File: src/rtl/addsub_seq.sv
// Multi-precision add/subtract sequencer: walks WIDTH*WORDS-bit operands through
// one narrow addsub datapath, least-significant word first, chaining carry/borrow.

module addsub_unit #(
  parameter int WIDTH = 4
) (
  input  logic [WIDTH-1:0] a_i,
  input  logic [WIDTH-1:0] b_i,
  input  logic             sub_i,
  input  logic             cin_i,
  output logic [WIDTH-1:0] sum_o,
  output logic             cout_o
);
  logic [WIDTH:0] ext;

  // Subtract reports borrow-out directly; add reports the inverted carry-out.
  always_comb begin
    if (sub_i) ext = {1'b0, a_i} - {1'b0, b_i} - {{WIDTH{1'b0}}, cin_i};
    else       ext = {1'b0, a_i} + {1'b0, b_i} + {{WIDTH{1'b0}}, cin_i};
    sum_o  = ext[WIDTH-1:0];
    cout_o = sub_i ? ext[WIDTH] : ~ext[WIDTH];
  end
endmodule

module addsub_seq #(
  parameter int WIDTH = 4,
  parameter int WORDS = 4
) (
  input  logic                   clk,
  input  logic                   rst_n,
  input  logic                   start,
  input  logic                   op_sub,
  input  logic                   cin,
  input  logic [WIDTH*WORDS-1:0] a,
  input  logic [WIDTH*WORDS-1:0] b,
  output logic                   busy,
  output logic                   done,
  output logic [WIDTH*WORDS-1:0] result,
  output logic                   carry_out,
  output logic                   overflow
);
  localparam int N     = WIDTH * WORDS;
  localparam int IDX_W = (WORDS > 1) ? $clog2(WORDS) : 1;

  typedef enum logic [1:0] {S_IDLE, S_RUN, S_DONE} state_e;

  state_e             state_q, state_d;
  logic [N-1:0]       a_q, a_d, b_q, b_d, result_q, result_d;
  logic               op_sub_q, op_sub_d, chain_q, chain_d;
  logic               carry_q, carry_d, ovf_q, ovf_d;
  logic [IDX_W-1:0]   idx_q, idx_d;
  logic [WIDTH-1:0]   word_a, word_b, word_sum;
  logic               word_cout, chain_next, accept, last_word;

  assign accept    = (state_q == S_IDLE) && start;
  assign last_word = (idx_q == IDX_W'(WORDS - 1));
  assign word_a    = a_q[int'(idx_q)*WIDTH +: WIDTH];
  assign word_b    = b_q[int'(idx_q)*WIDTH +: WIDTH];

  addsub_unit #(.WIDTH(WIDTH)) u_addsub (
    .a_i   (word_a),
    .b_i   (word_b),
    .sub_i (op_sub_q),
    .cin_i (chain_q),
    .sum_o (word_sum),
    .cout_o(word_cout)
  );

  // Undo the datapath's inverted add carry so the chain always holds true carry/borrow.
  assign chain_next = word_cout ^ ~op_sub_q;

  // NOTE: state registers use non-blocking assignments so every flop samples pre-edge values.
  always_ff @(posedge clk or negedge rst_n) begin
    if (!rst_n) state_q <= S_IDLE;
    else        state_q <= state_d;
  end

  always_comb begin
    state_d = state_q;
    unique case (state_q)
      S_IDLE:  if (start) state_d = S_RUN;
      S_RUN:   if (last_word) state_d = S_DONE;
      S_DONE:  state_d = S_IDLE;
      default: state_d = S_IDLE;
    endcase
  end

  always_comb begin
    busy = (state_q != S_IDLE);
    done = (state_q == S_DONE);
  end

  // NOTE: every comb output gets a default up front so no path leaves it unassigned (no latch).
  always_comb begin
    a_d      = a_q;
    b_d      = b_q;
    op_sub_d = op_sub_q;
    chain_d  = chain_q;
    idx_d    = idx_q;
    result_d = result_q;
    carry_d  = carry_q;
    ovf_d    = ovf_q;
    if (accept) begin
      a_d      = a;
      b_d      = b;
      op_sub_d = op_sub;
      chain_d  = cin;
      idx_d    = '0;
    end else if (state_q == S_RUN) begin
      result_d[int'(idx_q)*WIDTH +: WIDTH] = word_sum;
      chain_d = chain_next;
      idx_d   = IDX_W'(idx_q + 1'b1);
      if (last_word) begin
        carry_d = chain_next;
        if (op_sub_q) ovf_d = (a_q[N-1] != b_q[N-1]) && (word_sum[WIDTH-1] != a_q[N-1]);
        else          ovf_d = (a_q[N-1] == b_q[N-1]) && (word_sum[WIDTH-1] != a_q[N-1]);
      end
    end
  end

  // NOTE: operand and result storage is reset too, since an abort must leave nothing behind.
  always_ff @(posedge clk or negedge rst_n) begin
    if (!rst_n) begin
      a_q      <= '0;
      b_q      <= '0;
      op_sub_q <= 1'b0;
      chain_q  <= 1'b0;
      idx_q    <= '0;
      result_q <= '0;
      carry_q  <= 1'b0;
      ovf_q    <= 1'b0;
    end else begin
      a_q      <= a_d;
      b_q      <= b_d;
      op_sub_q <= op_sub_d;
      chain_q  <= chain_d;
      idx_q    <= idx_d;
      result_q <= result_d;
      carry_q  <= carry_d;
      ovf_q    <= ovf_d;
    end
  end

  assign result    = result_q;
  assign carry_out = carry_q;
  assign overflow  = ovf_q;
endmodule
File: config.mk
export PLATFORM = sky130hd
export DESIGN_NAME = addsub_seq
export DESIGN_NICKNAME = d
export VERILOG_FILES = /design/src/rtl/addsub_seq.sv
export SDC_FILE = /design/constraint.sdc
export NUM_CORES = 1
export LEC_CHECK = 0
export CAP_MARGIN = 15
export CELL_PAD_IN_SITES_DETAIL_PLACEMENT = 0
export CELL_PAD_IN_SITES_GLOBAL_PLACEMENT = 2
export CORE_MARGIN = 10
export CORE_UTILIZATION = 35
export CTS_CLUSTER_DIAMETER = 200
export CTS_CLUSTER_SIZE = 24
export DETAILED_ROUTE_END_ITERATION = 10
export PLACE_DENSITY = 0.9
export SYNTH_ARGS = -nofsm -noshare
export SYNTH_HDL_FRONTEND = slang
export SYNTH_SLANG_ARGS = --single-unit
File: constraint.sdc
create_clock -name clk -period 5.6 [get_ports clk]
set_input_delay 1.4 -clock clk [delete_from_list [all_inputs] [get_ports clk]]
set_output_delay 1.4 -clock clk [all_outputs]
set_load 0.02 [all_outputs]
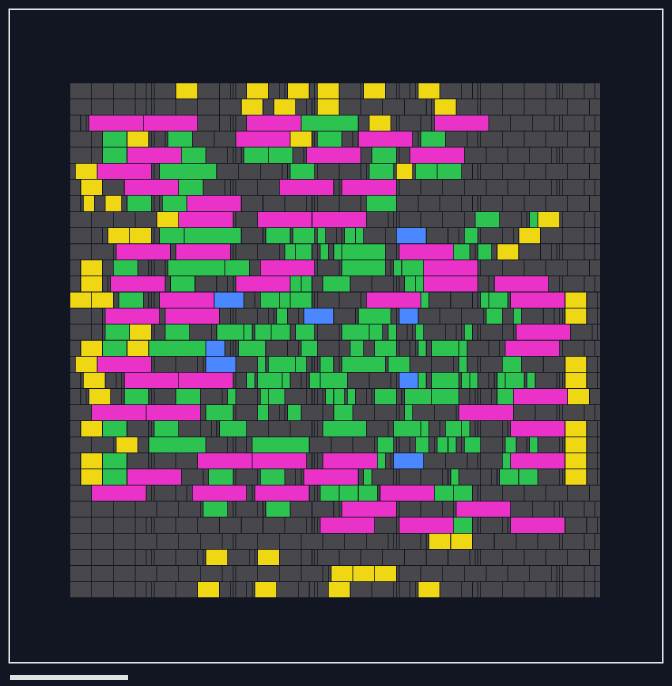
run_1/class_map.png
The bar under the picture is 20 µm long. Fill, decap, tap and diode cells in gray.
- remaining buffers and delay cells: yellow (cells 58; share of their area 17%)
- registers: magenta (cells 56; share of their area 41%)
- remaining logic cells: green (cells 152; share of their area 40%)
- clock drivers and dummy loads: blue (cells 8; share of their area 2.8%)

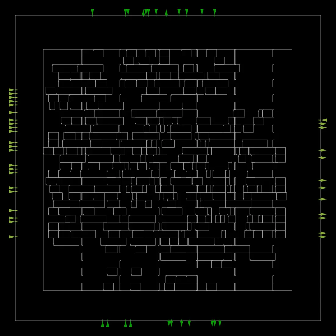
run_1/placed.png
tap cells: 102
Core Region: 0.00781 mm²

==> results.rst, run 1 <==
Run summary
-----------

.. list-table::
   :header-rows: 1

   * - Metric
     - Value
   * - Portion of the clock cycle consumed by the worst path in the final layout
     - approximately three fifths
   * - Most numerous cell in the Yosys netlist
     - dfrtp_1
   * - Count of vias placed by the detailed router
     - 1811
   * - Clock transition at the registers of the reported paths
     - 110 ps
   * - Final HPWL from detailed placement
     - about 4400 µm
   * - Top-area cell type share of the netlist area
     - just under 50%
   * - Setup Total Neg Slack
     - 0 ps
   * - Number of DRC markers in iteration 0
     - a little over 60
   * - Clock insertion delay at the later pin of the skew report
     - about 320 ps
   * - # Cells Yosys
     - 215
   * - Site row count
     - 32
   * - Gr ovfl total
     - 0
   * - Ordered list of cells on the worst path
     - buf_4 -> mux4_1 -> fa_1 -> fa_1 -> nor2b_1 -> o21ai_0 -> nor3b_1 -> a21oi_1 -> a221o_1
   * - Startpoint kind of the worst setup timing path
     - register
   * - Count of library flops with an enable pin
     - 0
   * - Cell occurring most often along the worst timing path
     - fa_1
   * - Largest area contributor in the synthesized netlist
     - dfrtp_1
   * - Post-route worst hold slack
     - between 400 and 500 ps
   * - Total number of warnings across the stage logs
     - 34
   * - Gate count of the mapped netlist
     - 215
   * - Endpoint type of the worst setup path
     - register
   * - Worst setup path start
     - idx_q[0]$_DFFE_PN0P_
   * - YS chip area
     - 0.00285 mm²
   * - Overall Power
     - ~2.4 mW
   * - Data arrival time of the critical path
     - about 3500 ps
   * - Largest net degree at the start of global routing
     - ~57
   * - Fraction of registers with async set or reset after synthesis
     - 100%
   * - Post-synthesis to final-layout area growth
     - 25.7%
   * - Crit Path Class
     - register to register
   * - Internal power
     - 1.36 mW
   * - Total inserted antenna cells
     - 0
   * - Core occupancy in the finished layout
     - about 46%
   * - Peak VDD IR
     - between 200 and 300 µV
   * - Fill cell instance count of the final layout
     - approximately 730
   * - Mean instance size in the synthesized netlist
     - 13.3 µm²
   * - Number of synthesis warnings
     - 0
   * - Leakage power
     - approximately 1.6 nW
   * - Top logic cell by instance count in the layout
     - dfrtp_1
   * - CTS Root Buffer Type
     - clkbuf_8
   * - Number of endpoints with negative hold slack in the final report
     - 0
   * - Commonest register cell after synthesis
     - dfrtp_1
   * - WP data required
     - just under 6000 ps
   * - Count of input and output buffers
     - about 56
   * - Post-synth regs
     - approximately 56
   * - Number of global-route vias before repair
     - 1953
   * - Clock sinks
     - between 50 and 60
   * - Reg-to-reg slack, setup
     - roughly 2300 ps
   * - Width of the die
     - between 100 and 150 µm
   * - Number of buffers inserted by post-CTS setup repair
     - 0
   * - Delay of the slowest critical-path stage
     - approximately 640 ps
   * - Crit Path Max Fanout
     - 10
   * - Drt total wl
     - ~5800 µm
   * - Unrepaired setup endpoints after global routing
     - false
   * - Fraction of final layout cells sized beyond drive strength 1
     - between 10% and 20%
   * - Final Critical Period
     - between 3000 and 4000 ps
   * - CTS tree
     - built
   * - Per-cell routed wire length
     - 15.5 µm
   * - 1st-pass router iterations
     - 4
   * - First-pass GRT wire length
     - 9380 µm
   * - Antenna violations before repair
     - 0
   * - Total of cells resized after clock tree synthesis
     - 0
   * - Total of endpoints with negative setup slack in the final report
     - 0
   * - Starting density of the core
     - around 37%
   * - Cell with the biggest individual delay on the critical path
     - mux4_1
   * - Maximum buffer depth of the clock tree
     - 2
   * - GPL Wtd Cong
     - about 0.75
   * - Number of antenna-violating nets in the routed design
     - 0
   * - Worst slack at placement
     - approximately 2300 ps
   * - Power per cell area
     - 668 mW/mm²
   * - Final cell area excluding filler cells
     - approximately 0.0036 mm²
   * - Number of I/O pins
     - 57
   * - Largest delay contributor family on the critical path
     - adder cells
   * - Number of distinct library cells after synthesis
     - 38
   * - Area of the mapped netlist
     - 0.00285 mm²
   * - Worst clock skew on the final layout
     - between 10 and 15 ps
   * - GRT Overall Usage
     - approximately 10%
   * - Final non-filler cell total
     - 376
   * - Comb power frac
     - between 60 and 70%
   * - WP buf/inv
     - 1
   * - Slew @ Worst Pin
     - just under 1000 ps
   * - Seq share, synth
     - 49.2%
   * - Total die area
     - 0.0122 mm²
   * - Net count after synthesis
     - 269
   * - Switching power as a share of total power
     - between 40% and 50%
   * - Achievable frequency
     - 304 MHz
   * - Max-slew violation count
     - 0
   * - Maxcap violations
     - 0
   * - Switching power
     - roughly 1.0 mW
   * - Post-layout worst setup margin
     - around 2300 ps
   * - Count of unresolved DRC violations after routing
     - 0
   * - Relative contribution of sequential cells to total power
     - between 20% and 30%
   * - Height of the chip
     - 110 µm
   * - Number of nets in the final layout
     - between 300 and 400
   * - Top cells by count
     - 56 x dfrtp_1, 35 x mux2_2, 16 x nand2_1, 13 x ha_1, 12 x inv_1
   * - Startpoint of the worst hold path
     - result[13]$_DFFE_PN0P_
   * - Placed instance area
     - ~0.0035 mm²
   * - Slew margin rel.
     - around 35%
   * - Hold_buf cts
     - 0
   * - Commonest cells after routing, fill and taps aside
     - 56 x dfrtp_1, 55 x clkdlybuf4s50_1, 35 x mux2_2
   * - Detailed-route vias per instance
     - between 4 and 5
   * - Number of buffers added by the clock tree synthesis step
     - 5
   * - Proportion of power drawn by the clock network
     - between 9 and 10%
   * - Tightest Hold Check Type
     - register to register
   * - H-tree lvl count
     - 2
   * - Dominant cells by area after synthesis
     - dfrtp_1 49%, mux2_2 14%, mux4_1 6.5%, ha_1 5.7%, a22o_1 3.4%
   * - Status
     - finished, final reports clean
   * - Worst r2r src
     - idx_q[0]$_DFFE_PN0P_
   * - Placed Cells
     - 368
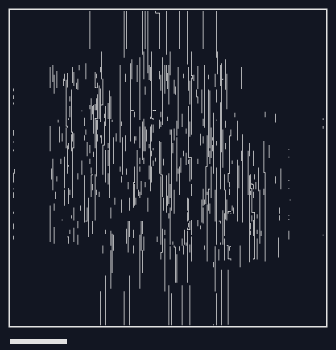
run_1/m2.png
The bar under the picture is 20 µm long.
- wire length on this layer: 2750 µm
- nets with wire on the layer: 273

run 1: area by class of cell:
class / instances / area [µm²] / share of cell area [%]
flip-flops and latches: 56 / 1400 / 39.1
clock buffers: 5 / 68.8 / 1.92
multi-input cells: 139 / 1340 / 37.4
well taps: 102 / 128 / 3.56
repair buffers: 58 / 571 / 15.9
inverters: 13 / 48.8 / 1.36
clock inverters: 3 / 26.3 / 0.733
run 1: final timing paths:
| path | cells after the start | endpoint |
|---|---|---|
| max | 9 | chain_q$_DFFE_PN0P_ |
| min | 2 | result[13]$_DFFE_PN0P_ |
| max reg2reg | 9 | chain_q$_DFFE_PN0P_ |
| min reg2reg | 2 | result[13]$_DFFE_PN0P_ |
| max in group asynchronous | 2 | result[1]$_DFFE_PN0P_ |
| min in group asynchronous | 2 | a_q[2]$_DFFE_PN0P_ |
run 1: cell families after synthesis:
| logic type | after synthesis | share of synthesized area, % |
|---|---|---|
| flip-flops | 56 | 49.2 |
| multiplexers | 47 | 22.2 |
| AND/OR/NAND/NOR | 42 | 7.07 |
| AND-OR/OR-AND | 29 | 8.03 |
| buffers and inverters | 20 | 3.82 |
| adder cells (fa/ha/maj) | 17 | 8.52 |
| XOR/XNOR | 4 | 1.23 |
run 1: power groups by stage:
stage | clock [mW] | combinational, mW | sequential (mW)
after global placement | 0 | 1.46 | 0.721
after CTS | 0.242 | 1.49 | 0.719
after detailed placement | 0 | 1.49 | 0.728
after floorplan | 0 | 1.07 | 0.724
final | 0.232 | 1.45 | 0.713
after global routing | 0.256 | 1.64 | 0.744
run 1: layer usage:
metal | GRT usage, % | share of wire [%] | wire (µm)
met2 | 15.7 | 47 | 2750
met3 | 3.13 | 6.6 | 383
met5 | 0 | 0 | 0
met1 | 12.3 | 45 | 2620
met4 | 2.75 | 1.0 | 59
run_1/clock_wires.png
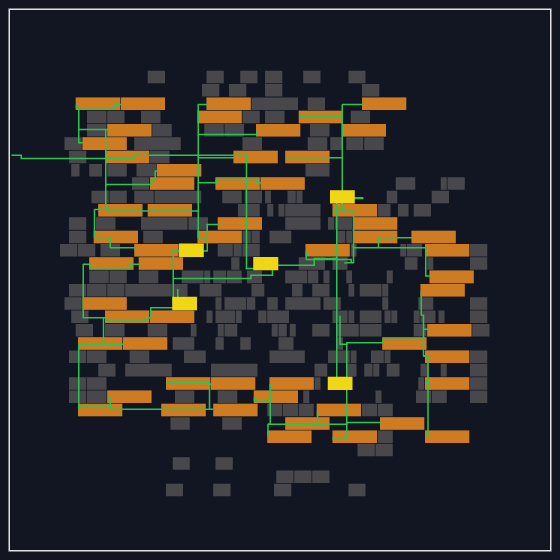

==> run 2, diff against run 1 <==
==> constraint.sdc (replaced) <==
create_clock -name clk -period 3.2 [get_ports clk]
set_input_delay 0.8 -clock clk [delete_from_list [all_inputs] [get_ports clk]]
set_output_delay 0.8 -clock clk [all_outputs]
set_load 0.02 [all_outputs]
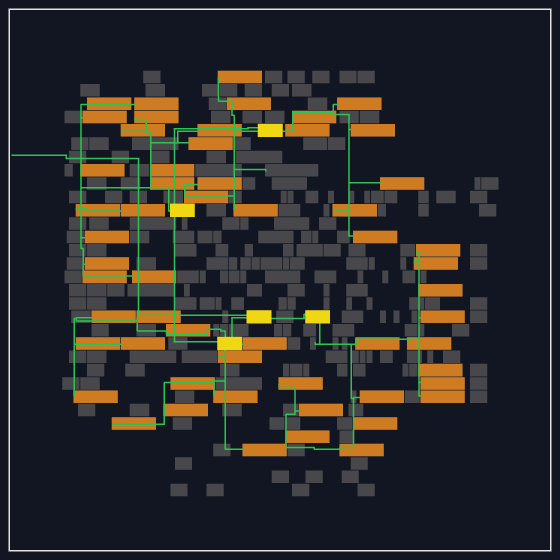
run_2/clock_wires.png
- flip-flops: orange (count 56)
- clock wires: green (length 681 µm)
- clock-net drivers: yellow (count 5)
- routed clock nets: 6

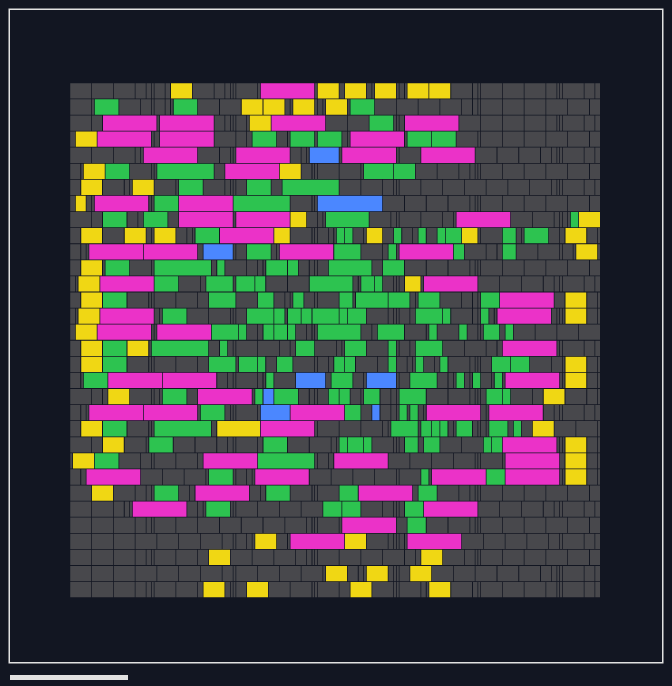
run_2/class_map.png
The bar under the picture is 20 µm long. Fill, decap, tap and diode cells in gray.
- remaining logic cells: green (cells 152; share of their area 40%)
- registers: magenta (cells 56; share of their area 40%)
- remaining buffers and delay cells: yellow (cells 62; share of their area 17%)
- clock drivers and dummy loads: blue (cells 8; share of their area 3.1%)

==> run 2 against run 1 <==
Wire length rose by 1.4%. Combinational power rose by about 80%. Largest power group unchanged. Hold slack got worse by 9.6 ps. Critical endpoint unchanged. Global-route usage rose by 0.36 points. Critical path type unchanged. Sequential share of layout area fell by 0.59 points.
==> results.rst, run 2 <==
Run summary
-----------

.. list-table::
   :header-rows: 1

   * - Metric
     - Value
   * - Fill cell instance count of the final layout
     - 736 (+0.68%)
   * - Final Critical Period
     - 2920 ps (-372 ps)
   * - Sum of met3 wire segment lengths after detailed routing
     - 407 µm (+6.3%)
   * - Power per cell area
     - 1180 mW/mm² (+76%)
   * - Number of buffers inserted by post-CTS setup repair
     - 0 (unchanged)
   * - Largest delay contributor family on the critical path
     - adder cells
   * - Gate count of the mapped netlist
     - 215 (unchanged)
   * - Total of endpoints with negative setup slack in the final report
     - 0 (unchanged)
   * - Number of endpoints with negative hold slack in the final report
     - 0 (unchanged)
   * - Total inserted antenna cells
     - 0 (unchanged)
   * - Antenna violations before repair
     - 0 (unchanged)
   * - Count of library flops with an enable pin
     - 0 (unchanged)
   * - Delay of the slowest critical-path stage
     - 630 ps (about the same)
   * - Placed instance area
     - 0.00353 mm² (+1.2%)
   * - Most Crowded Layer GR
     - met2
   * - Clock sinks
     - 56 (unchanged)
   * - Sequential group power
     - 1.23 mW (+73%)
   * - Startpoint kind of the worst setup timing path
     - register
   * - Peak VDD IR
     - 504 µV (+68%)
   * - Number of nets in the final layout
     - 331 (+1.2%)
   * - Clk. pwr
     - 453 µW (+95%)
   * - Met1 capacity usage during global routing
     - 12.2% (-0.11 points)
   * - Drt total wl
     - 5900 µm (+1.4%)
   * - Dominant cells by area after synthesis
     - dfrtp_1 49%, mux2_2 14%, mux4_1 6.5%, ha_1 5.7%, a22o_1 3.4%
   * - Number of synthesis warnings
     - 0 (unchanged)
   * - Clock insertion delay at the later pin of the skew report
     - 300 ps (-20 ps)
   * - Met2 demand-to-capacity share in global routing
     - 16.6% (+0.88 points)
   * - First-pass GRT wire length
     - 9610 µm (+2.4%)
   * - Ordered list of cells on the worst path
     - mux4_1 -> fa_1 -> fa_1 -> nand2b_1 -> a21oi_1 -> xnor2_1 -> a21oi_1 -> a221o_1
   * - Height of the chip
     - 110 µm (unchanged)
   * - Simple-gate share of the synthesized area
     - 7.07% (unchanged)
   * - 1st-pass router iterations
     - 4 (unchanged)
   * - Commonest register cell after synthesis
     - dfrtp_1
   * - Number of distinct library cells after synthesis
     - 38 (unchanged)
   * - Per-cell routed wire length
     - 15.5 µm (+0.33%)
   * - CTS tree
     - built
   * - Count of vias placed by the detailed router
     - 1830 (+1.0%)
   * - FA/HA/MAJ Cells, Area Fraction
     - 8.52% (unchanged)
   * - CTS Root Buffer Type
     - clkbuf_8
   * - Number of DRC markers in iteration 0
     - 40 (-35%)
   * - Number of cells on the worst reg-to-reg path
     - 8 (-1)
   * - Gr ovfl total
     - 0 (unchanged)
   * - Number of buffers added by the clock tree synthesis step
     - 5 (unchanged)
   * - Width of the die
     - 110 µm (unchanged)
   * - Mean instance size in the synthesized netlist
     - 13.3 µm² (unchanged)
   * - Cell with the biggest individual delay on the critical path
     - mux4_1
   * - Internal power
     - 2.49 mW (+83%)
   * - Top-area cell type share of the netlist area
     - 49.2% (unchanged)
   * - Crit Path Max Fanout
     - 4 (-6)
   * - Achievable frequency
     - 343 MHz (+13%)
   * - Met3 capacity usage during global routing
     - 3.66% (+0.52 points)
   * - Net count after synthesis
     - 269 (unchanged)
   * - Setup Total Neg Slack
     - 0 ps (unchanged)
   * - Portion of the clock cycle consumed by the worst path in the final layout
     - 91.1% (+32 points)
   * - Status
     - finished, final reports clean
   * - Switching power
     - 1.79 mW (+74%)
   * - Post-synthesis to final-layout area growth
     - 27.7%
   * - Cell count along the critical path
     - 8 (-1)
   * - Count of unresolved DRC violations after routing
     - 0 (unchanged)
   * - Slew margin rel.
     - 53.2% (+18 points)
   * - Comb power frac
     - 60.8% (+0.3 points)
   * - Count of input and output buffers
     - 56 (unchanged)
   * - Unrepaired setup endpoints after global routing
     - false
   * - Worst clock skew on the final layout
     - 2.92 ps (-9.86 ps)
   * - Most numerous cell in the Yosys netlist
     - dfrtp_1
   * - Final cell area excluding filler cells
     - 0.00364 mm² (+1.5%)
   * - Slew @ Worst Pin
     - 702 ps (-264 ps)
   * - Post-synthesis share of cell area spent on and-or and or-and gates
     - 8.03% (unchanged)
   * - # Cells Yosys
     - 215 (unchanged)
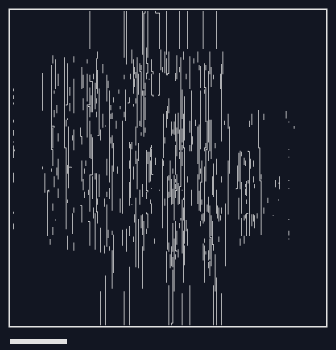
run_2/m2.png
The bar under the picture is 20 µm long.
- longest straight run: 45.0 µm
- share of all routed wire: 48%
- main direction: vertical

run 2: netlist changes by cell type in the layout (fill, tap and decap cells not counted), sizes merged:
cell / previous run / this run
inv: 13 / 12
clkinv: 3 / 2
bufinv: 0 / 1
buf: 3 / 7
clkbuf: 5 / 6
run 2: worst min-delay path by stage:
| stage | endpoint | slack [ps] | start |
|---|---|---|---|
| 2_1_floorplan | state_q[0]$_DFFE_PN0P_ | 450 | state_q[0]$_DFFE_PN0P_ |
| 3_3_place_gp | result[12]$_DFFE_PN0P_ | 470 | result[12]$_DFFE_PN0P_ |
| 3_5_place_dp | result[5]$_DFFE_PN0P_ | 470 | result[5]$_DFFE_PN0P_ |
| 4_1_cts | result[5]$_DFFE_PN0P_ | 490 | result[5]$_DFFE_PN0P_ |
| 5_1_grt | a_q[4]$_DFFE_PN0P_ | 520 | a_q[4]$_DFFE_PN0P_ |
| 6_report | result[5]$_DFFE_PN0P_ | 480 | result[5]$_DFFE_PN0P_ |
run 2: through the flow:
step | power, mW | hold slack [ps] | cells | setup slack, ps | utilization [%]
global route | 4.70 | 518 | 380 | 100 | 46.6
finish | 4.29 | 479 | 380 | 285 | 46.6
global placement | 3.87 | 470 | 372 | 344 | 45.2
floorplan | 3.14 | 450 | 215 | 223 | -
detailed placement | 3.91 | 466 | 372 | 293 | 45.2
CTS | 4.38 | 488 | 380 | 275 | 46.6
run 2: layout make-up:
type	count	area, µm²	area share, %
Multi-Input combinational cell	139	1340	36.8
Sequential cell	56	1400	38.5
Inverter	13	48.8	1.34
Timing Repair Buffer	62	613	16.9
Clock inverter	2	35.0	0.963
Clock buffer	6	72.6	1.99
Tap cell	102	128	3.51
Power and IR drop assume default switching activity.
